**config.mk**
```make
export PLATFORM = sky130hd
export DESIGN_NAME = load_store_unit
export DESIGN_NICKNAME = d
export VERILOG_FILES = /design/src/rtl/load_store_unit_pkg.sv /design/src/rtl/load_store_unit_load_extender.sv /design/src/rtl/load_store_unit.sv
export SDC_FILE = /design/constraint.sdc
export NUM_CORES = 1
export LEC_CHECK = 0
export CAP_MARGIN = 40
export CORE_ASPECT_RATIO = 1.75
export CORE_MARGIN = 3
export CORE_UTILIZATION = 43
export DETAILED_ROUTE_END_ITERATION = 8
export GPL_ROUTABILITY_DRIVEN = 0
export GPL_TIMING_DRIVEN = 1
export PLACE_DENSITY = 0.93
export SKIP_CTS_REPAIR_TIMING = 1
export SYNTH_ARGS = -nofsm -noshare
export SYNTH_HDL_FRONTEND = slang
export SYNTH_HIERARCHICAL = 1
export SYNTH_SLANG_ARGS = --single-unit
```
**constraint.sdc**
```tcl
create_clock -name clock -period 2.65 [get_ports clock]
set_clock_uncertainty 0.2 [all_clocks]
set_input_delay 0.265 -clock clock [delete_from_list [all_inputs] [get_ports clock]]
set_output_delay 0.265 -clock clock [all_outputs]
set_load 0.01 [all_outputs]
```
**src/rtl/load_store_unit_pkg.sv**
```systemverilog
// Shared types and helpers for the load/store unit: FSM states, write widths,
// RISC-V load/store funct3 codes and the access-legality rules.
package load_store_unit_pkg;

    localparam int DEFAULT_XLEN = 32;

    typedef enum logic [1:0] {
        WIDTH_BYTE = 2'd0,
        WIDTH_HALF = 2'd1,
        WIDTH_WORD = 2'd2
    } write_width_t;

    typedef enum logic [1:0] {
        LSU_IDLE   = 2'd0,
        LSU_ACCESS = 2'd1,
        LSU_WAIT   = 2'd2,
        LSU_RESP   = 2'd3
    } lsu_state_t;

    localparam logic [2:0] FUNCT3_LB  = 3'b000;
    localparam logic [2:0] FUNCT3_LH  = 3'b001;
    localparam logic [2:0] FUNCT3_LW  = 3'b010;
    localparam logic [2:0] FUNCT3_LBU = 3'b100;
    localparam logic [2:0] FUNCT3_LHU = 3'b101;
    localparam logic [2:0] FUNCT3_SB  = 3'b000;
    localparam logic [2:0] FUNCT3_SH  = 3'b001;
    localparam logic [2:0] FUNCT3_SW  = 3'b010;

    function automatic logic funct3_legal(input logic is_store, input logic [2:0] funct3);
        logic legal;
        if (is_store) begin
            legal = (funct3 == FUNCT3_SB) || (funct3 == FUNCT3_SH) || (funct3 == FUNCT3_SW);
        end else begin
            legal = (funct3 == FUNCT3_LB) || (funct3 == FUNCT3_LH) || (funct3 == FUNCT3_LW) ||
                    (funct3 == FUNCT3_LBU) || (funct3 == FUNCT3_LHU);
        end
        return legal;
    endfunction

    // funct3[1:0] encodes the access size for every legal load and store.
    function automatic logic is_misaligned(input logic [2:0] funct3, input logic [1:0] addr_lo);
        logic mis;
        case (funct3[1:0])
            2'b01:   mis = addr_lo[0];
            2'b10:   mis = (addr_lo != 2'b00);
            default: mis = 1'b0;
        endcase
        return mis;
    endfunction

    function automatic write_width_t funct3_width(input logic [2:0] funct3);
        write_width_t w;
        case (funct3[1:0])
            2'b00:   w = WIDTH_BYTE;
            2'b01:   w = WIDTH_HALF;
            default: w = WIDTH_WORD;
        endcase
        return w;
    endfunction

endpackage

```
**src/rtl/load_store_unit_load_extender.sv**
```systemverilog
// Combinational load-result formatter: sign/zero-extends the low byte or
// half of a raw little-endian memory word according to the load funct3.
module load_extender
    import load_store_unit_pkg::*;
#(
    parameter int XLEN = DEFAULT_XLEN
) (
    input  logic [2:0]      funct3_i,
    input  logic [XLEN-1:0] raw_i,
    output logic [XLEN-1:0] ext_o
);

    always_comb begin
        ext_o = raw_i;
        case (funct3_i)
            FUNCT3_LB:  ext_o = {{(XLEN-8){raw_i[7]}}, raw_i[7:0]};
            FUNCT3_LBU: ext_o = {{(XLEN-8){1'b0}}, raw_i[7:0]};
            FUNCT3_LH:  ext_o = {{(XLEN-16){raw_i[15]}}, raw_i[15:0]};
            FUNCT3_LHU: ext_o = {{(XLEN-16){1'b0}}, raw_i[15:0]};
            default:    ext_o = raw_i;
        endcase
    end

endmodule

```
**src/rtl/load_store_unit.sv**
```systemverilog
// Memory-access stage: takes one load/store at a time, computes base+offset,
// drives the memory ports and returns an extended load value or a fault.
module load_store_unit
    import load_store_unit_pkg::*;
#(
    parameter int XLEN = DEFAULT_XLEN
) (
    input  logic               clock,
    input  logic               reset,
    input  logic               req_valid,
    output logic               req_ready,
    input  logic               req_is_store,
    input  logic [2:0]         req_funct3,
    input  logic [XLEN-1:0]    req_base,
    input  logic [XLEN-1:0]    req_offset,
    input  logic [XLEN-1:0]    req_store_data,
    output logic               resp_valid,
    input  logic               resp_ready,
    output logic [XLEN-1:0]    resp_data,
    output logic               resp_fault,
    output logic               mem_wenable,
    output logic [XLEN-1:0]    mem_waddr,
    output write_width_t       mem_wwidth,
    output logic [XLEN-1:0]    mem_wdata,
    output logic [XLEN-1:0]    mem_raddr,
    input  logic [XLEN-1:0]    mem_rdata
);

    lsu_state_t        state_q, state_d;
    logic [XLEN-1:0]   addr_q, addr_d;
    logic [2:0]        funct3_q, funct3_d;
    logic              is_store_q, is_store_d;
    logic [XLEN-1:0]   store_data_q, store_data_d;
    logic [XLEN-1:0]   resp_data_q, resp_data_d;
    logic              resp_fault_q, resp_fault_d;

    logic [XLEN-1:0]   eff_addr;
    logic              req_fault;
    logic [XLEN-1:0]   load_value;

    assign eff_addr  = req_base + req_offset;
    assign req_fault = !funct3_legal(req_is_store, req_funct3) ||
                       is_misaligned(req_funct3, eff_addr[1:0]);

    load_extender #(.XLEN(XLEN)) u_load_extender (
        .funct3_i (funct3_q),
        .raw_i    (mem_rdata),
        .ext_o    (load_value)
    );

    always_ff @(posedge clock) begin
        if (reset) begin
            state_q      <= LSU_IDLE;
            addr_q       <= '0;
            funct3_q     <= '0;
            is_store_q   <= 1'b0;
            store_data_q <= '0;
            resp_data_q  <= '0;
            resp_fault_q <= 1'b0;
        end else begin
            state_q      <= state_d;
            addr_q       <= addr_d;
            funct3_q     <= funct3_d;
            is_store_q   <= is_store_d;
            store_data_q <= store_data_d;
            resp_data_q  <= resp_data_d;
            resp_fault_q <= resp_fault_d;
        end
    end

    always_comb begin
        state_d      = state_q;
        addr_d       = addr_q;
        funct3_d     = funct3_q;
        is_store_d   = is_store_q;
        store_data_d = store_data_q;
        resp_data_d  = resp_data_q;
        resp_fault_d = resp_fault_q;
        case (state_q)
            LSU_IDLE: begin
                if (req_valid) begin
                    addr_d       = eff_addr;
                    funct3_d     = req_funct3;
                    is_store_d   = req_is_store;
                    store_data_d = req_store_data;
                    resp_data_d  = '0;
                    resp_fault_d = req_fault;
                    state_d      = req_fault ? LSU_RESP : LSU_ACCESS;
                end
            end
            LSU_ACCESS: state_d = is_store_q ? LSU_RESP : LSU_WAIT;
            LSU_WAIT: begin
                resp_data_d = load_value;
                state_d     = LSU_RESP;
            end
            LSU_RESP: begin
                if (resp_ready) begin
                    state_d = LSU_IDLE;
                end
            end
            default: state_d = LSU_IDLE;
        endcase
    end

    // The write strobe is masked by reset so the hart's init muxing never sees a stray write.
    assign mem_wenable = (state_q == LSU_ACCESS) && is_store_q && !reset;
    assign mem_waddr   = addr_q;
    assign mem_wdata   = store_data_q;
    assign mem_wwidth  = funct3_width(funct3_q);
    assign mem_raddr   = addr_q;

    assign req_ready  = (state_q == LSU_IDLE);
    assign resp_valid = (state_q == LSU_RESP);
    assign resp_data  = resp_data_q;
    assign resp_fault = resp_fault_q;

endmodule

```
==> flow_summary_export.csv <==
group,metric,value,unit
synthesis,yosys_most_used_dff,"dfxtp_1",
synthesis,ys_sh_mux,0.729,%
critical_path,setup.worst_path.start,"req_offset[0]",
critical_path,worstPathBufferInverterCount,1,
sta,drv_slew,0,
floorplan,die_height,162,um
global_route,grt_pass1_vias,6680,
global_route,grt_max_degree,44,
sta,min_period,2.58,ns
finish,final_cell_mix,"268 x clkdlybuf4s50_1, 155 x nand2_1, 103 x dfxtp_1",
synthesis,fa_ha_area_share,8.24,%
job,openroad.warnings,32,
worst_hold_path,holdPathStages,2,
place,dpl.hpwl,16600,um
critical_path,path_cells,"clkdlybuf4s50_1 -> ha_1 -> fa_1 -> a211oi_2 -> o21ai_2 -> a41oi_4 -> a31oi_4 -> nand4_1 -> nand3b_1 -> a32o_1",
global_route,grt_pass1_wl,31400,um
route,routedWlPerCell,17.1,um
critical_path,cp_top_family,"AND-OR/OR-AND gates",
finish,mostFrequentLayoutCell,"clkdlybuf4s50_1",
global_route,antenna_found_initial,0,
route,avgViaCountPerCell,5.43,
clocking,cts_tree,"yes",
global_route,grt_use_met3,4.81,%
floorplan,rows,56,
sta,period_used_share,97.4,%
power,peakVddDrop,0.357,mV
global_route,grt_use_met2,49.2,%
clocking,cts.path.max_buffers,2,
finish,n_antenna_cell,0,
synthesis,syn_inst,764,
floorplan,fp_util,44.4,%
clocking,clkSinkCount,103,
critical_path,slowest_delay,0.45,ns
place,place_ws,-0.377,ns
synthesis,synth.distinct_cells,71,
synthesis,floorplan.nets,939,
critical_path,worstPathArrival,2.61,ns
critical_path,cp-end-kind,"flop",
clocking,cts_buffers,9,
route,wl_met1,7080,um
route,drt-initial-drc-count,258,
critical_path,crit_required,2.68,ns
global_route,grtUsageMet1,24.8,%
synthesis,ys_chip_area,0.00601,sq mm
route,met3_length,1380,um
sta,worst_slack,0.0693,ns
sta,holdWs,0.0910,ns
critical_path,r2r_end,"mem_raddr[13]$_SDFFE_PP0P_",
route,dr.max_layer_used,"met4",
sta,rsz0062_at_grt,"yes",
sta,tns,0,ns
job,cap_violations,0,
global_route,grt_use_total,25.7,%
synthesis,ys_sh_xor,2.91,%
synthesis,aoi_share,25.8,%
synthesis,edf_count,0,
synthesis,top_logic_kind,"AND-OR/OR-AND gates",
synthesis,syn-cell-area,0.00601,sq mm
critical_path,path_depth,10,
critical_path,path_class,"input port to flop",
floorplan,chipArea,0.0155,sq mm
sta,setup_viol,0,
critical_path,reg2reg_slack,0.40,ns
global_route,busiest_layer,"met2",
synthesis,synth_stat.cells,764,
sta,fmax,387,MHz
synthesis,ys.flops,103,
sta,slew_headroom,54.3,%
clocking,h-tree-depth,3,
finish,syn2layout_area_growth,54.8,%
place,post_dp_cell_area,0.00897,sq mm
finish,drive_above_1_share,11.9,%
critical_path,endpoint,"mem_raddr[30]$_SDFFE_PP0P_",
route,dr_wl_met2,11300,um
critical_path,path_max_fanout,5,
clocking,clock_latency,0.34,ns
clocking,clockRootBuffer,"clkbuf_16",
global_route,overflow,0,
route,num_vias,6585,
finish,final_cell_area,0.00930,sq mm
sta,tightest_slew,0.682,ns
critical_path,startpoint_type,"input port",
synthesis,synthSimpleGateAreaFrac,18.5,%
critical_path,rr_worst_depth,7,
floorplan,dieWidth,95.4,um
worst_hold_path,holdPathEnd,"resp_data[4]$_SDFFE_PP0P_",
power,leakagePower,3.68,nW
floorplan,coreArea,0.0135,sq mm
route,routed_wirelength,20800,um
status,status,"complete, no violations",
route,drc,0,
synthesis,ys_warn_count,6,
worst_hold_path,holdCritPathClass,"input port to flop",
sta,finalHoldViolations,0,
floorplan,boundaryPins,270,
critical_path,r2r-start,"state_q[0]$_SDFFE_PP0P_",
power,power_density,701,mW/mm^2
finish,nets,1209,
synthesis,postSynthSeqShare,34.3,%
route,ant_nets,0,
route,dr.pass1.iters,5,
synthesis,postSynthAreaPerCell,7.87,sq um
place,io_buffers,269,
synthesis,async_flop_share,0,%
worst_hold_path,worstHoldStart,"reset",
critical_path,critical_path.slowest_cell,"clkdlybuf4s50_1",
clocking,clk_pin_slew,0.08,ns
==> cell usage after synthesis (all sizes together), types with 5 or more instances <==
| cell type | count | share of area, % |
|---|---|---|
| nand2 | 157 | 9.8 |
| dfxtp | 103 | 34 |
| a21oi | 82 | 7.1 |
| nor2 | 63 | 3.9 |
| buf | 56 | 6.7 |
| o21ai | 49 | 4.1 |
| ha | 38 | 7.9 |
| a22oi | 34 | 4.2 |
| clkbuf | 30 | 1.9 |
| inv | 15 | 0.94 |
| xnor2 | 15 | 2.2 |
| a21o | 11 | 1.4 |
| a211oi | 9 | 1.4 |
| a31oi | 8 | 1.1 |
| nand4 | 7 | 0.73 |
| and2 | 5 | 0.54 |
| nand3 | 5 | 0.42 |
| nor2b | 5 | 0.52 |
| nor3 | 5 | 0.42 |
| xor2 | 5 | 0.73 |
==> per-stage QoR <==
| step | instances | utilization [%] | power (mW) |
|---|---|---|---|
| detailed placement | 1194 | 66.4 | 5.24 |
| global placement | 1193 | 66.3 | 5.14 |
| global route | 1213 | 68.8 | 6.90 |
| CTS | 1210 | 68.5 | 6.55 |
| finish | 1213 | 68.8 | 6.53 |
| floorplan | 764 | - | 3.80 |
==> registers in the layout (all words and copies together) (netlist names) <==
register / count
mem_wdata: 32
funct3_q: 3
is_store_q: 1
resp_data: 32
resp_fault: 1
state_q: 2
mem_raddr: 32
==> area by class of cell <==
class,count,area [sq um]
Tap cell,174,218
Sequential cell,103,2060
Clock inverter,6,57.6
Inverter,15,56.3
Clock buffer,10,229
Timing Repair Buffer,345,3260
Multi-Input combinational cell,560,3420
Fill cell,1039,4220
==> where the power goes <==
part	internal (mW)	leakage [nW]	switching [mW]
registers	1.86	0.842	0.232
logic	1.55	2.69	1.59
clock network	0.666	0.142	0.634
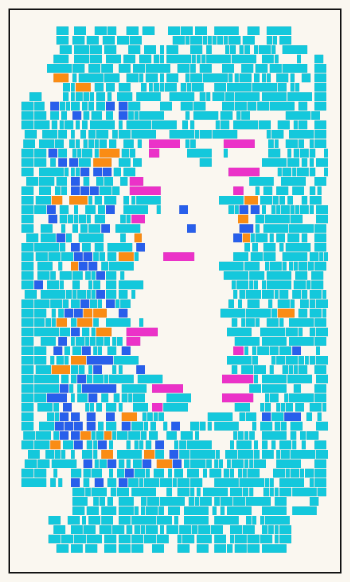
(drive-strength map)
- blue: _3 and _4 cells (cells 81; share 7.8%; most used buf_4)
- magenta: _6 and larger (cells 16; share 1.5%; most used clkbuf_16)
- orange: _2 cells (cells 27; share 2.6%; most used a21oi_2)
- cyan: _0 and _1 cells (cells 915; share 88%; most used clkdlybuf4s50_1)

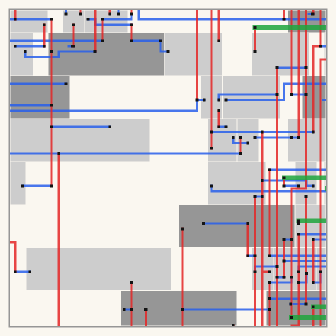
(close-up of the layout)
Window x 62 to 82, y 112 to 132 um. Cells in grey, sequential cells in the stronger grey; small squares are vias.
- red: metal 2
- green: metal 3
- blue: metal 1
- cells with their middle in the window: 24
- sequential cells in the window: 5
- most frequent: clkdlybuf4s50_1 (7), dfxtp_1 (5)
- netlist names of flops here include: resp_data (5)

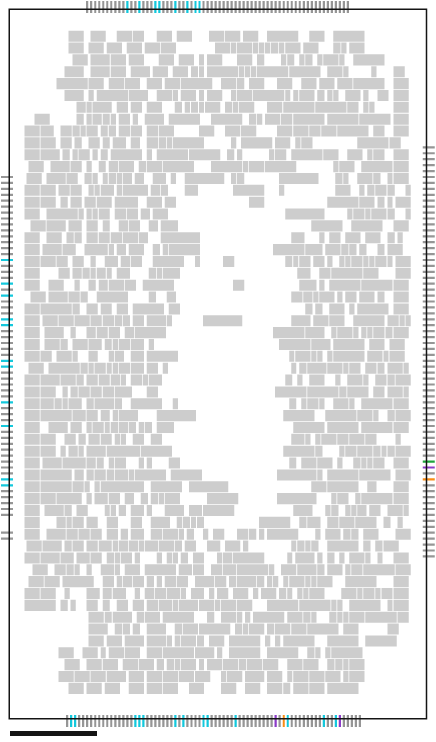
(pin placement)
Bar = 20 um. Pins as bars across the die edge, other pins in grey.
- green: req_is_store (pins 1; direction input; edge right)
- orange: mem_wwidth (pins 2; direction output; edge 1 right, 1 bottom)
- purple: req_funct3 (pins 3; direction input; edge 2 bottom, 1 right)
- cyan: mem_waddr (pins 32; direction output; edge 13 bottom, 11 left, 8 top)
- all pins by edge: 74 bottom, 70 right, 66 top, 60 left

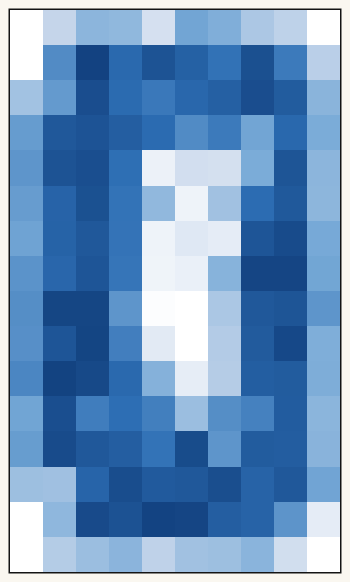
(local utilization)
The die is cut into 10 by 16 equal tiles; white is low, dark blue is high, 0 to 100% covered.
- fullest tile: 93%
- tiles over 75% full: 41%
- densest ninth of the die: left middle
- mean over tiles: 59%
- nearly empty tiles: 5.6%
- emptiest ninth of the die: middle

No activity file was given, so power comes from the tool's default toggle rates.
